Design scroll_displayer, sky130hd; sources not shown.
### The metal 1 layer, run 1

Scale: 2 px per um. Supply wires on this layer in gray.
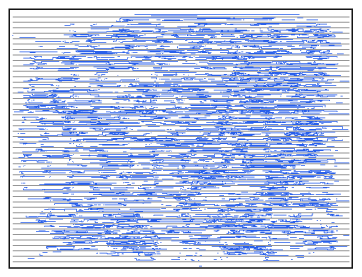
- main direction: horizontal
- nets with wire on the layer: 977
- share of all routed wire: 48%
- longest straight run: 82.3 um
- wire length on this layer: 14500 um
Post-Route WL: 30030 um
met1 GRT Util: 0.4545
Vias: 8160

### M2 wires, run 1

Scale: 1.5 px per um. Cells faint in the background.
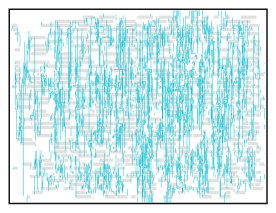
- nets with wire on the layer: 852
- main direction: vertical
- wire length on this layer: 11900 um
met2 Resource Use GR: 0.3635

### Met3 routing, run 1

Scale: 2 px per um.
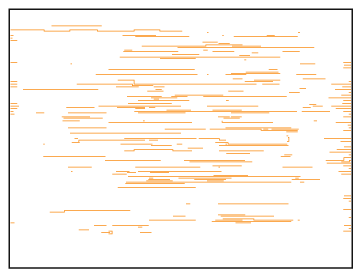
- share of all routed wire: 10%
- main direction: horizontal
met3 usage: 0.06244

==> run notes, run 1 <==
fresh numbers from the pnr run: status=completed, sequential fraction of the synthesis area=0.5060, Max IR drop VDD=~0.16 mV, Syn Area/Cell=approximately 11 um^2, Core Box Area=between 20000 and 25000 um^2, Adder Area Share=0.004685, MI comb cells=roughly 680, FF-to-FF setup slack=~4.5 ns, area fraction in compound gates=0.1303, post_cts resized=0, Worst Max-Slew Pin Slew=0.9565 ns, Switch Pwr=about 0.00075 W, placed cell count=around 1300, Detail Route Antenna Nets=0, Crit Path Max Fanout=around 54, nonclk inv count=14, post-layout net count=roughly 1100, max FFs per register=between 100 and 150, final setup vio count=0, drt first-iter violations=913, gr usage total=0.2787, row count=roughly 45, XOR Share, Synth=0.02050, unrepaired setup endpoints after global routing=no, Final period util=0.5271, CTS buffer count=30, Wirelength per Cell=between 20 and 25 um, Leak=about 4.2 nW, Final Hold Fails=0, largest cell class by area=registers, synth-to-layout area growth=20.23%, internal power=roughly 0.0022 W, Avg Vias per Cell=around 6.1, Max-Slew Margin vs Limit=0.3615, worst setup margin=roughly 3.5 ns, Non-clock buffering overhead=0.07804, Clock buf/inv share=0.08018, Hold Path Class=reg -> reg, clk_lat worst skew=about 0.54 ns, Clock Skew=about 0.013 ns, Plain + repair buffers=93, hold path cells=1, largest net degree at the start of global routing=61, FMAX=252.9 MHz
run 1: power by group through the flow:
stage,logic (W),clock network [W],registers (W)
final,0.000225,0.00144,0.00133
after global routing,0.000240,0.00151,0.00133
after CTS,0.000223,0.00145,0.00133
after detailed placement,0.000222,0,0.00135
after global placement,0.000202,0,0.00136
after floorplan,0.000130,0,0.00133
run 1: worst max-delay path: stages:
cell and delay (ns):
clkdlybuf4s50_1 0.64, nand2_1 0.17, or4_1 0.61, or4_4 0.84, buf_12 0.29, a211o_1 0.30
run 1: per-stage QoR:
step / cell area (um^2) / total power, W / util
2_1_floorplan: 10400 / 0.001459 / -
5_1_grt: 12840 / 0.003086 / 0.6232
3_3_place_gp: 11620 / 0.001566 / 0.5641
6_report: 12840 / 0.002995 / 0.6232
3_5_place_dp: 11810 / 0.001575 / 0.5730
4_1_cts: 12840 / 0.002998 / 0.6230
run 1: synth_stat cells, types with 20 or more instances:
cell type,number,area [um^2]
a211o_1,47,411.6
a21oi_1,25,125.1
clkbuf_1,56,210.2
dfxtp_1,102,2042
edfxtp_1,112,3363
mux2_2,52,585.6
mux2i_1,26,260.3
mux4_2,26,585.6
nand2_1,39,146.4
nand2b_1,40,250.2
nor2_1,104,390.4
nor3_1,20,100.1
o22ai_1,46,287.8
or2_2,77,481.7
run 1: layer usage:
metal	vias up	part of all wire	wire, um
li1	3765	-	-
met1	3978	0.48	14500
met2	387	0.40	11910
met3	30	0.10	3093
met4	0	0.017	522
met5	-	0	0
run 1: logic make-up after synthesis:
| family | Yosys count |
|---|---|
| fa+ha+maj | 4 |
| buf+inv | 84 |
| mux | 104 |
| simple gates | 353 |
| compound gates | 190 |
| xor+xnor | 25 |
| flops | 214 |
==> inputs of run 2 (changes only) <==
==> constraint.sdc (replaced) <==
create_clock -name clk -period 3.36 [get_ports clk]
set_input_delay 0.672 -clock clk [delete_from_list [all_inputs] [get_ports clk]]
set_output_delay 0.672 -clock clk [all_outputs]
set_load 0.05 [all_outputs]
### M2 wires, run 2

Scale: 1.5 px per um. Cells faint in the background.
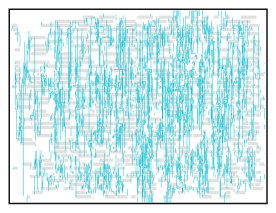
- longest straight run: 89.1 um
- share of all routed wire: 40%
- main direction: vertical
- wire length on this layer: 11900 um

==> run notes, run 2 <==
fresh numbers from the pnr run: Hold Path Class=reg -> reg, Top-area cell share=0.3149 (unchanged), number of buffers and inverters on the critical path=2 (unchanged), status=completed, Final period util=0.9302, clk_lat worst skew=0.54 ns (about the same), largest net degree at the start of global routing=61 (unchanged), synth-to-layout area growth=20.23% (unchanged), sequential fraction of the synthesis area=0.5060 (unchanged), biggest area consumer among synthesized cells=edfxtp_1, total power draw=0.006686 W (+120%), Core Box Area=20610 um^2 (unchanged), Crit Path Max Fanout=54 (unchanged), Vias=8160 (unchanged), CTS buffer count=30 (unchanged), CP max stage cell=or4_4, final setup vio count=0 (unchanged), drt first-iter violations=913 (unchanged), Clock Skew=0.01323 ns (unchanged), worst setup margin=0.2346 ns (-3.312 ns), Leak=4.209 nW (unchanged), FF-to-FF setup slack=0.38 ns (-4.14 ns), post-DP HPWL=about 21000 um, die width=approximately 170 um, Worst Max-Slew Pin Slew=0.9565 ns (unchanged), Max IR drop VDD=0.3634 mV (+120%), Final Max Tran Viols=0, max FFs per register=112 (unchanged), Levels on crit path=6 (unchanged), count leader, synth=edfxtp_1, post-layout net count=1056 (unchanged), Commonest cells post-synth=edfxtp_1 (112), nor2_1 (104), dfxtp_1 (102), crit path cell chain=clkdlybuf4s50_1 > nand2_1 > or4_1 > or4_4 > buf_12 > a211o_1, gr usage total=0.2787 (unchanged), Worst-path clk slew=around 0.05 ns, Commonest flop=edfxtp_1, hold path cells=1 (unchanged), slowest cell delay on critical path=0.84 ns (about the same), Final Hold Fails=0 (unchanged), Syn Area/Cell=10.97 um^2 (unchanged), Max-Slew Margin vs Limit=0.3615 (unchanged), unrepaired setup endpoints after global routing=no, fin util=0.6232 (unchanged), Avg Vias per Cell=6.112 (unchanged), Detail Route Antenna Nets=0 (unchanged), post_cts resized=0 (unchanged), delay-heaviest family, CP=simple AND/OR/NAND/NOR gates
-- run 2: cell counts after synthesis --
Identical to the previous run, type by type.
-- run 2: final cells by class --
cell class / instances / area [um^2] / area share
clock buffers: 32 / 779.5 / 0.06070
clock inverters: 24 / 250.2 / 0.01949
inverters: 14 / 52.55 / 0.004092
multi-input cells: 676 / 4989 / 0.3884
flip-flops and latches: 214 / 5416 / 0.4218
well taps: 282 / 352.8 / 0.02747
repair buffers: 93 / 1002 / 0.07804
-- run 2: where the power goes --
| part | switching (W) | internal (W) | leakage, nW |
|---|---|---|---|
| sequential | 0.000126 | 0.00284 | 1.95 |
| clock | 0.00127 | 0.00194 | 0.497 |
| combinational | 0.000284 | 0.000218 | 1.76 |
| total | 0.00168 | 0.00501 | 4.21 |
-- run 2: cells by family (layout without fill, tap and decap cells) --
| kind of cell | after synthesis | after routing | synth area share |
|---|---|---|---|
| adders and majority gates | 4 | 4 | 0.004686 |
| DFF | 214 | 214 | 0.5060 |
| muxes | 104 | 104 | 0.1340 |
| buffers and inverters | 84 | 163 | 0.03116 |
| xor gates and xnor gates | 25 | 25 | 0.02050 |
| and+or+nand+nor | 353 | 353 | 0.1734 |
| AOI/OAI and AO/OA | 190 | 190 | 0.1303 |
-- run 2: per-stage QoR --
stage / cells / instance area [um^2]
3_5_place_dp: 1279 / 11810
2_1_floorplan: 904 / 10400
6_report: 1335 / 12840
5_1_grt: 1335 / 12840
4_1_cts: 1335 / 12840
3_3_place_gp: 1273 / 11620
-- run 2: metal layers --
layer / wire (um) / share of wire / vias to the layer above / GRT usage
li1: - / - / 3765 / -
met4: 522 / 0.017 / 0 / 0.06730
met5: 0 / 0 / - / 0
met1: 14500 / 0.48 / 3978 / 0.4545
met3: 3093 / 0.10 / 30 / 0.06244
met2: 11910 / 0.40 / 387 / 0.3635
Power figures rest on the tool's default switching activity, not on a simulated workload.
